[src/rtl/arith_unit_serial.sv]
// Digit-serial ADD/SUB/ACC unit: DIGIT result bits per cycle, LSB slice first.
// Latency: start sampled at edge k -> done pulse in the cycle after edge k+N+1 (N = WIDTH/DIGIT).
// Backpressure: none; start is only sampled in IDLE, so back-to-back throughput is one op per N+2 cycles.
//
// Ports:
//   clk, rst_n            clock, asynchronous active-low reset
//   start, op, a, b,      request, opcode (00 NOP, 01 ADD, 10 SUB, 11 ACC),
//   carry_in              operands and carry-in (borrow-in for SUB), latched on acceptance
//   busy, done            operation in progress / one-cycle completion pulse
//   y, carry_out,         registered result and flags, updated only with done
//   overflow, zero
//
// Build option: define ARITH_SAT_EN to saturate y on signed overflow instead of wrapping.
// WIDTH must be a multiple of DIGIT and at least 4.
module arith_unit_serial #(
    parameter int WIDTH = 8,
    parameter int DIGIT = 4
) (
    input  logic             clk,
    input  logic             rst_n,
    input  logic             start,
    input  logic [1:0]       op,
    input  logic [WIDTH-1:0] a,
    input  logic [WIDTH-1:0] b,
    input  logic             carry_in,
    output logic             busy,
    output logic             done,
    output logic [WIDTH-1:0] y,
    output logic             carry_out,
    output logic             overflow,
    output logic             zero
);

    localparam int N  = WIDTH / DIGIT;
    localparam int CW = (N > 1) ? $clog2(N) : 1;
    localparam logic [CW-1:0] LAST_DIGIT = CW'(N - 1);

    localparam logic [1:0] OP_NOP = 2'b00;
    localparam logic [1:0] OP_ADD = 2'b01;
    localparam logic [1:0] OP_SUB = 2'b10;
    localparam logic [1:0] OP_ACC = 2'b11;

    typedef enum logic [1:0] {
        IDLE = 2'b00,
        RUN  = 2'b01,
        DONE = 2'b10
    } stateType;

    stateType state, stateNext;

    logic             busyNext;
    logic             doneNext;
    logic             loadOps;
    logic             stepDigit;
    logic             finishOp;

    // Operands are pre-conditioned at acceptance so every opcode becomes a
    // plain addition opA + opB + carry: SUB inverts b and the borrow, ACC
    // feeds back the current y, NOP adds zeros.
    logic [WIDTH-1:0] selA;
    logic [WIDTH-1:0] selB;
    logic             selC;

    logic [WIDTH-1:0] opA;
    logic [WIDTH-1:0] opB;
    logic [WIDTH-1:0] sumReg;
    logic             carryReg;
    logic [CW-1:0]    digCnt;

    int               sliceBase;
    logic [DIGIT-1:0] sliceA;
    logic [DIGIT-1:0] sliceB;
    logic [DIGIT:0]   digitSum;

    logic             carryIntoMsb;
    logic             ovfRaw;
    logic [WIDTH-1:0] yFinal;

    // ------------------------------------------------------------------
    // Control FSM
    // ------------------------------------------------------------------
    always_ff @(posedge clk or negedge rst_n) begin
        if (!rst_n) begin
            state <= IDLE;
            busy  <= 1'b0;
            done  <= 1'b0;
        end else begin
            state <= stateNext;
            busy  <= busyNext;
            done  <= doneNext;
        end
    end

    always_comb begin
        stateNext = state;
        loadOps   = 1'b0;
        stepDigit = 1'b0;
        finishOp  = 1'b0;
        case (state)
            IDLE: begin
                if (start) begin
                    stateNext = RUN;
                    loadOps   = 1'b1;
                end
            end
            RUN: begin
                stepDigit = 1'b1;
                if (digCnt == LAST_DIGIT) begin
                    stateNext = DONE;
                end
            end
            DONE: begin
                finishOp  = 1'b1;
                stateNext = IDLE;
            end
            default: begin
                stateNext = IDLE;
            end
        endcase
        // busy and done are registered one cycle behind the FSM, so the
        // done pulse coincides with the cycle the new y first appears.
        busyNext = (state != IDLE);
        doneNext = finishOp;
    end

    // ------------------------------------------------------------------
    // Operand conditioning
    // ------------------------------------------------------------------
    always_comb begin
        selA = '0;
        selB = '0;
        selC = 1'b0;
        case (op)
            OP_ADD: begin
                selA = a;
                selB = b;
                selC = carry_in;
            end
            OP_SUB: begin
                selA = a;
                selB = ~b;
                selC = ~carry_in;
            end
            OP_ACC: begin
                selA = y;
                selB = a;
                selC = carry_in;
            end
            OP_NOP: begin
                selA = '0;
                selB = '0;
                selC = 1'b0;
            end
            default: begin
                selA = '0;
                selB = '0;
                selC = 1'b0;
            end
        endcase
    end

    // ------------------------------------------------------------------
    // Digit adder
    // ------------------------------------------------------------------
    always_comb begin
        sliceBase = int'(digCnt) * DIGIT;
        sliceA    = opA[sliceBase +: DIGIT];
        sliceB    = opB[sliceBase +: DIGIT];
        digitSum  = {1'b0, sliceA} + {1'b0, sliceB} + {{DIGIT{1'b0}}, carryReg};
    end

    // ------------------------------------------------------------------
    // Final flags. The carry into the MSB is recovered from the MSB sum bit
    // (s = a ^ b ^ cin), which avoids tracking it inside the last digit.
    // ------------------------------------------------------------------
    always_comb begin
        carryIntoMsb = opA[WIDTH-1] ^ opB[WIDTH-1] ^ sumReg[WIDTH-1];
        ovfRaw       = carryReg ^ carryIntoMsb;
        yFinal       = sumReg;
`ifdef ARITH_SAT_EN
        // A set MSB on overflow means two non-negative operands wrapped
        // negative, i.e. positive overflow.
        if (ovfRaw) begin
            yFinal = sumReg[WIDTH-1] ? {1'b0, {(WIDTH-1){1'b1}}}
                                     : {1'b1, {(WIDTH-1){1'b0}}};
        end
`endif
    end

    // ------------------------------------------------------------------
    // Datapath registers
    // ------------------------------------------------------------------
    always_ff @(posedge clk or negedge rst_n) begin
        if (!rst_n) begin
            opA       <= '0;
            opB       <= '0;
            sumReg    <= '0;
            carryReg  <= 1'b0;
            digCnt    <= '0;
            y         <= '0;
            carry_out <= 1'b0;
            overflow  <= 1'b0;
            zero      <= 1'b0;
        end else begin
            if (loadOps) begin
                opA      <= selA;
                opB      <= selB;
                carryReg <= selC;
                digCnt   <= '0;
            end
            if (stepDigit) begin
                sumReg[sliceBase +: DIGIT] <= digitSum[DIGIT-1:0];
                carryReg                   <= digitSum[DIGIT];
                digCnt                     <= digCnt + CW'(1);
            end
            if (finishOp) begin
                y         <= yFinal;
                carry_out <= carryReg;
                overflow  <= ovfRaw;
                zero      <= (yFinal == '0);
            end
        end
    end

endmodule

[config.mk]
export PLATFORM = sky130hd
export DESIGN_NAME = arith_unit_serial
export DESIGN_NICKNAME = d
export VERILOG_FILES = /design/src/rtl/arith_unit_serial.sv
export SDC_FILE = /design/constraint.sdc
export NUM_CORES = 1
export LEC_CHECK = 0
export ABC_AREA = 1
export CORE_UTILIZATION = 30
export CTS_CLUSTER_DIAMETER = 200
export DETAILED_ROUTE_END_ITERATION = 10
export PLACE_DENSITY = 0.6
export SYNTH_ARGS = -nofsm -noshare
export SYNTH_HDL_FRONTEND = slang
export SYNTH_SLANG_ARGS = --single-unit
[constraint.sdc]
create_clock -name clk -period 2.7 [get_ports clk]
set_input_delay 0.81 -clock clk [delete_from_list [all_inputs] [get_ports clk]]
set_output_delay 0.81 -clock clk [all_outputs]
set_load 0.02 [all_outputs]
==> changes_impl.md <==
### Metrics

* Register area at 1030 sq um
* Post-Synthesis Cells at between 200 and 300
* Worst path required time at 1.89 ns
* Setup TNS at 0 ns
* TritonCTS Sinks at roughly 41
* Slowest cell on crit path: clkdlybuf4s50_1
* Crit path max-delay family: buffers and inverters
* Worst min-delay path class: reg -> reg
* Comb group at 1.61 mW
* Hold Path End: carry_out
* Fin worst setup slack at 0.515 ns
* Initial antenna violation count at 0
* Power share of the combinational group at 0.503
* Psw at 1.39 mW
* Flop pwr share at 0.343
* Post-synth top cells: nand2_1 (102), dfrtp_1 (41), inv_1 (27), o21ai_0 (20), a21oi_1 (19)
* Num rows at 31
* CP max FO at 3
* Crit path from: y[0]
* CP endpoint kind: output pin
* Run status: finished, final reports clean
* Max_cap viols at 0
* Ranking of synthesized cells by area: dfrtp_1 (46%), nand2_1 (17%), inv_1 (4.5%)
* Synthesized registers at 41
* Number of filler cells placed in the layout at roughly 780
* Vias per cell at 4.48
* ANT cells at 0
* Largest net degree at the start of global routing at 42
* Fmax at 0.458 GHz
* Well Taps at 99
* Slew @ Worst Pin at 0.533 ns
* Clock root cell: clkbuf_8
* Async set-reset flop share out of synthesis at 1.00
* CTS tree: done
Fig. 1: placed cells, one color a class
Fill, decap, tap and diode cells in gray.
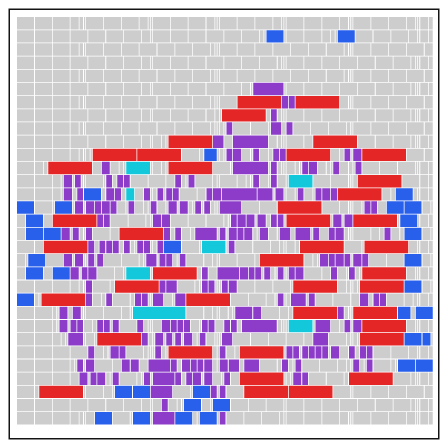
Blue stands for remaining buffers and delay cells, cells 36. Red stands for registers, cells 41. Cyan stands for clock drivers and dummy loads, cells 7. Purple stands for remaining logic cells, cells 232.

Fig. 2: clock nets
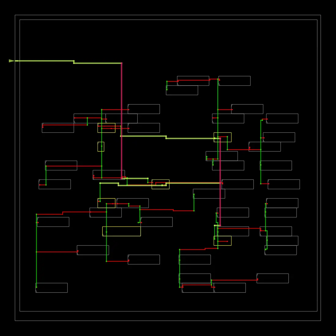
FFs & Latches: 41
clkbuf count: 5
clk pwr: 491 uW

Fig. 3: sizing map
The bar under the picture is 20 um long.
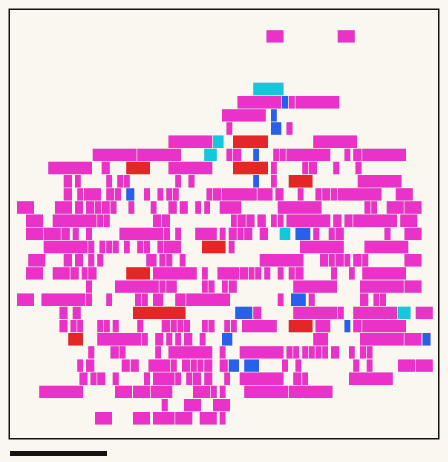
Red stands for x6 and larger, cells 9, share 2.8%. Magenta stands for x1 and smaller, cells 288, share 91%. Blue stands for x2, cells 14, share 4.4%. Cyan stands for x3 and x4, cells 5, share 1.6%.
nonclk buf count: 36
synth-to-layout area growth: 22.9%
final instance area: 2750 sq um

Fig. 4: logic cells by family
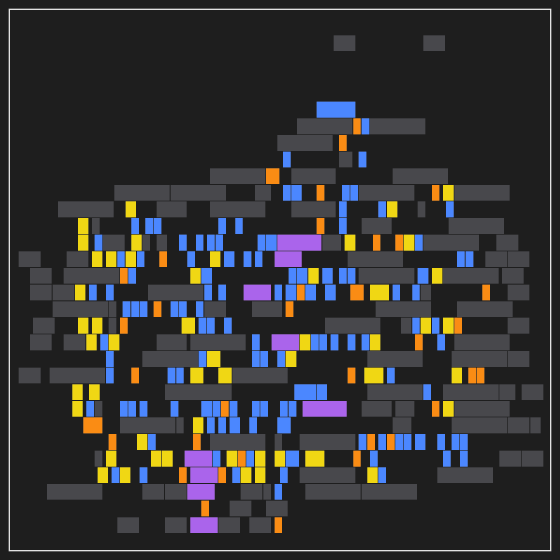
Purple stands for fa/ha/maj cells, cells 9. Orange stands for inv cells, cells 35. Yellow stands for aoi and oai cells, cells 50. Blue stands for nand cells, cells 120.
logic share of the area: 0.366
Layout Cells excl Fill: 415
Commonest Layout Cell: nand2_1

Power is estimated from default activity; no workload was simulated.
